Fig. 1: run 1, sizing map
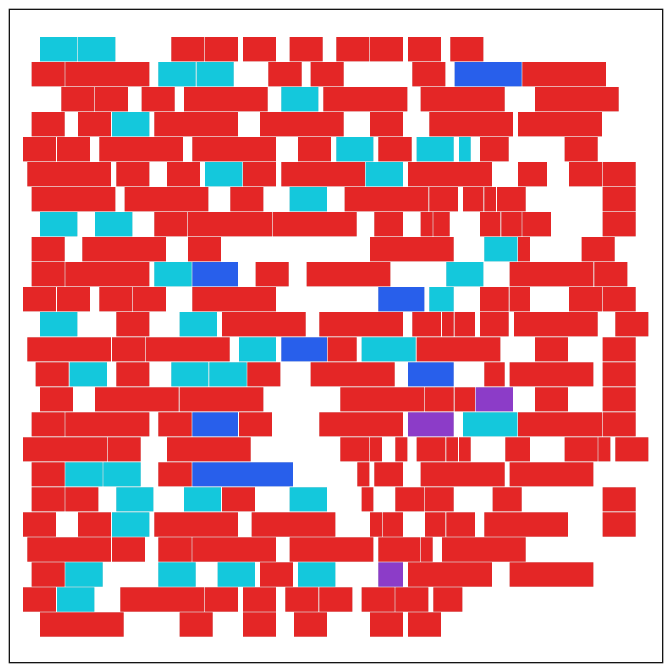
Fig. 2: run 1, clock network drawn from the DEF
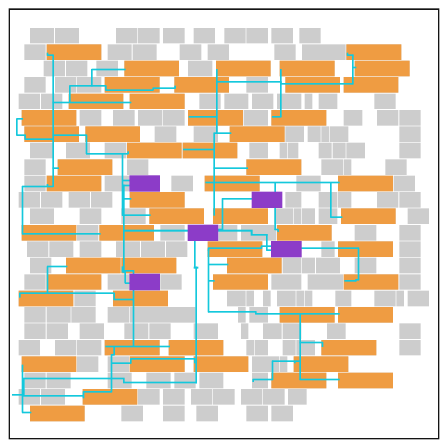
Fig. 3: run 1, placement by cell class
The bar under the picture is 20 µm long.
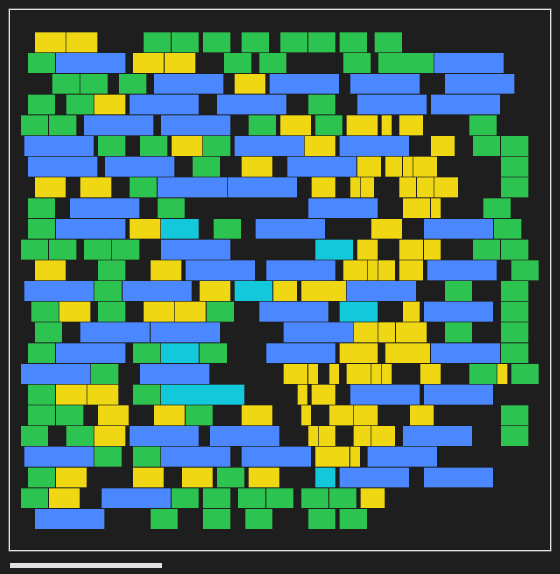
Fig. 4: run 1, clock nets
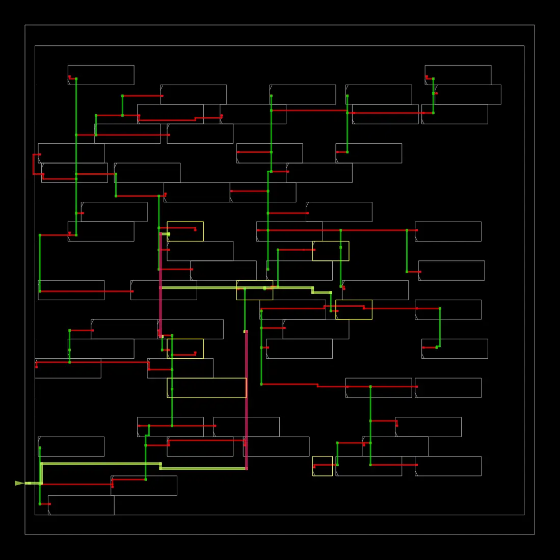
==> config.mk <==
export PLATFORM = sky130hd
export DESIGN_NAME = cdc_handshake_tx
export DESIGN_NICKNAME = d
export VERILOG_FILES = /design/src/rtl/cdc_handshake_tx_pkg.sv /design/src/rtl/cdc_ack_sync.sv /design/src/rtl/cdc_handshake_tx.sv
export SDC_FILE = /design/constraint.sdc
export NUM_CORES = 1
export LEC_CHECK = 0
export ABC_AREA = 0
export CAP_MARGIN = 20
export CORE_MARGIN = 1
export CORE_UTILIZATION = 45
export DETAILED_ROUTE_END_ITERATION = 8
export PLACE_DENSITY = 0.84
export REMOVE_ABC_BUFFERS = 1
export SYNTH_ARGS = -nofsm -noshare
export SYNTH_HDL_FRONTEND = slang
export SYNTH_SLANG_ARGS = --single-unit
==> constraint.sdc <==
create_clock -name clk -period 3.9 [get_ports clk]
set_clock_uncertainty 0.05 [all_clocks]
set_input_delay 0.78 -clock clk [delete_from_list [all_inputs] [get_ports clk]]
set_output_delay 0.78 -clock clk [all_outputs]
set_load 0.005 [all_outputs]
==> metrics.log <==
[flow] final metrics
[metrics] routed len/inst: 15.1 µm
[metrics] power density normalized to cell area: 675 nW/µm²
[metrics] tool warnings: 25
[metrics] run status: complete, no violations
[metrics] Clock Path Buffers: 2
[metrics] number of search-and-repair iterations in the first detailed-routing pass: 6
[metrics] post-layout min period: 2.32 ns
[metrics] fraction of registers with async set/reset: 1.00
[metrics] global-route wire length before repair: 7250 µm
[metrics] Internal: 1560 µW
[metrics] Comb pwr share: 0.394
[metrics] Worst Setup Start Kind: primary input
[metrics] number of top-level pins: 89
[metrics] Max-Slew Margin vs Limit: 0.399
[metrics] Post-Place Cells: 279
[metrics] die outline area: 5030 µm²
[metrics] proportion of synthesized chip area in sequential cells: 0.644
[metrics] first-iteration detailed-routing DRC count: 88
[metrics] Synth area leaders: sky130_fd_sc_hd__dfrtp_1 (64%), sky130_fd_sc_hd__mux2_2 (17%), sky130_fd_sc_hd__xnor2_1 (4.1%)
[metrics] register-to-register setup slack: 2.07 ns
[metrics] max reg flops: 32
[metrics] leakage dissipation: 0.00137 µW
[metrics] total inserted antenna cells: 0
[metrics] count of nets left with antenna violations after detail routing: 0
[metrics] wire length after detailed routing: 4330 µm
[metrics] overall fraction of global-route tracks in use: 0.186
[metrics] class of the tightest hold or removal check: reg -> reg
[metrics] TritonCTS Sinks: 55
[metrics] cell taking the most area after synthesis: sky130_fd_sc_hd__dfrtp_1
[metrics] type of the worst setup path: in -> reg
[metrics] PortBufs: 88
[metrics] flip-flop cell with the highest count after synthesis: sky130_fd_sc_hd__dfrtp_1
[metrics] initial antenna violation count: 0
[metrics] Cell Count, Final, Fillers Out: 286
[metrics] Final HPWL DP: 3160 µm
[metrics] final tally of max-slew violations: 0
-- Fig. 1 (at the start) --
| size | colour | cells |
|---|---|---|
| _6 and larger | blue | 7 |
| _2 cells | cyan | 37 |
| _3 and _4 cells | purple | 3 |
| _0 and _1 cells | red | 187 |
number of signal-net buffers in the layout: 89
final std cell area, no fill: 3180 µm²
Layout area overhead: 49.1%
setup slack of the critical path after layout: 1.58 ns

-- Fig. 2 (at the start) --
[clock drivers] purple | count: 5
[clock wires] cyan | length: 587 µm
[flip-flops] orange | count: 55
routed clock nets: 6
flops lie: spread over the die
part of the power in the clock network: 0.168
Skew-Pair Late Insertion Delay: 0.29 ns
Clock net power: 362 µW

-- Fig. 3 (at the start) --
| class | colour | cells | share of their area |
|---|---|---|---|
| combinational and other logic | yellow | 83 | 24% |
| other buffers and delay cells | green | 89 | 29% |
| flops | blue | 55 | 44% |
| clock drivers and dummy loads | cyan | 7 | 3.4% |
register fraction of the total cell area: 0.432
standard cell core area: 4440 µm²
utilization after layout: 0.716
number of placement rows: 24

-- Fig. 4 (at the start) --
clock buffer count from CTS: 5
count of clock buffers in the final design: 5

[run 1: cell type report]
cell class | count | area (µm²)
sequential | 55 | 1380
tap | 52 | 65.1
clock inverter | 2 | 37.5
fill | 325 | 1260
inverter | 3 | 11.3
timing repair buffer | 89 | 901
multi-input combinational | 80 | 724
clock buffer | 5 | 68.8
[run 1: metrics by stage]
stage               hold slack, ns  area (µm²)  utilization  total power, µW
finish                       0.308        3180        0.716             2150
global route                 0.322        3180        0.716             2280
CTS                          0.306        3180        0.716             2170
detailed placement           0.285        3080        0.693             1800
global placement             0.285        3060        0.688             1780
floorplan                    0.281        2100            -             1250
[run 1: power by group through the flow]
| stage | logic (µW) | clock network, µW | registers [µW] |
|---|---|---|---|
| floorplan | 302 | 0 | 945 |
| global placement | 835 | 0 | 941 |
| detailed placement | 856 | 0 | 949 |
| CTS | 864 | 368 | 942 |
| global route | 914 | 395 | 973 |
| finish | 848 | 362 | 940 |
[run 1: cell families (layout without fill, tap and decap cells)]
group,Yosys count,after routing,synth area share
adder cells (fa/ha/maj),1,1,0.00586
flip-flops,55,55,0.644
AND-OR/OR-AND,1,1,0.00352
XOR/XNOR,17,17,0.0767
multiplexers,32,32,0.169
buffers and inverters,8,99,0.0199
AND/OR/NAND/NOR,29,29,0.0808
[run 1: placed cells by master (no fill, tap or decap), types with 2 or more instances in the layout]
master and count:
sky130_fd_sc_hd__and3_1 3, sky130_fd_sc_hd__nand2_1 8, sky130_fd_sc_hd__nor2_1 3, sky130_fd_sc_hd__and4_1 4, sky130_fd_sc_hd__mux2_2 32, sky130_fd_sc_hd__dfrtp_1 55
sky130_fd_sc_hd__clkdlybuf4s50_1 88, sky130_fd_sc_hd__clkbuf_8 5, sky130_fd_sc_hd__nand4_1 6, sky130_fd_sc_hd__xnor2_1 10, sky130_fd_sc_hd__inv_1 2, sky130_fd_sc_hd__xor2_1 5
[run 1: layer usage]
| metal | vias up | wire (µm) | track usage |
|---|---|---|---|
| li1 | 671 | - | - |
| met4 | 0 | 33 | 0.0467 |
| met1 | 709 | 1810 | 0.236 |
| met5 | - | 0 | 0 |
| met3 | 5 | 502 | 0.0969 |
| met2 | 66 | 1980 | 0.283 |
[run 1: critical path: stages]
cell	delay (ns)
sky130_fd_sc_hd__clkdlybuf4s50_1	0.49
sky130_fd_sc_hd__nor2b_4	0.75
sky130_fd_sc_hd__mux2_2	0.42
Power and IR drop assume default switching activity.
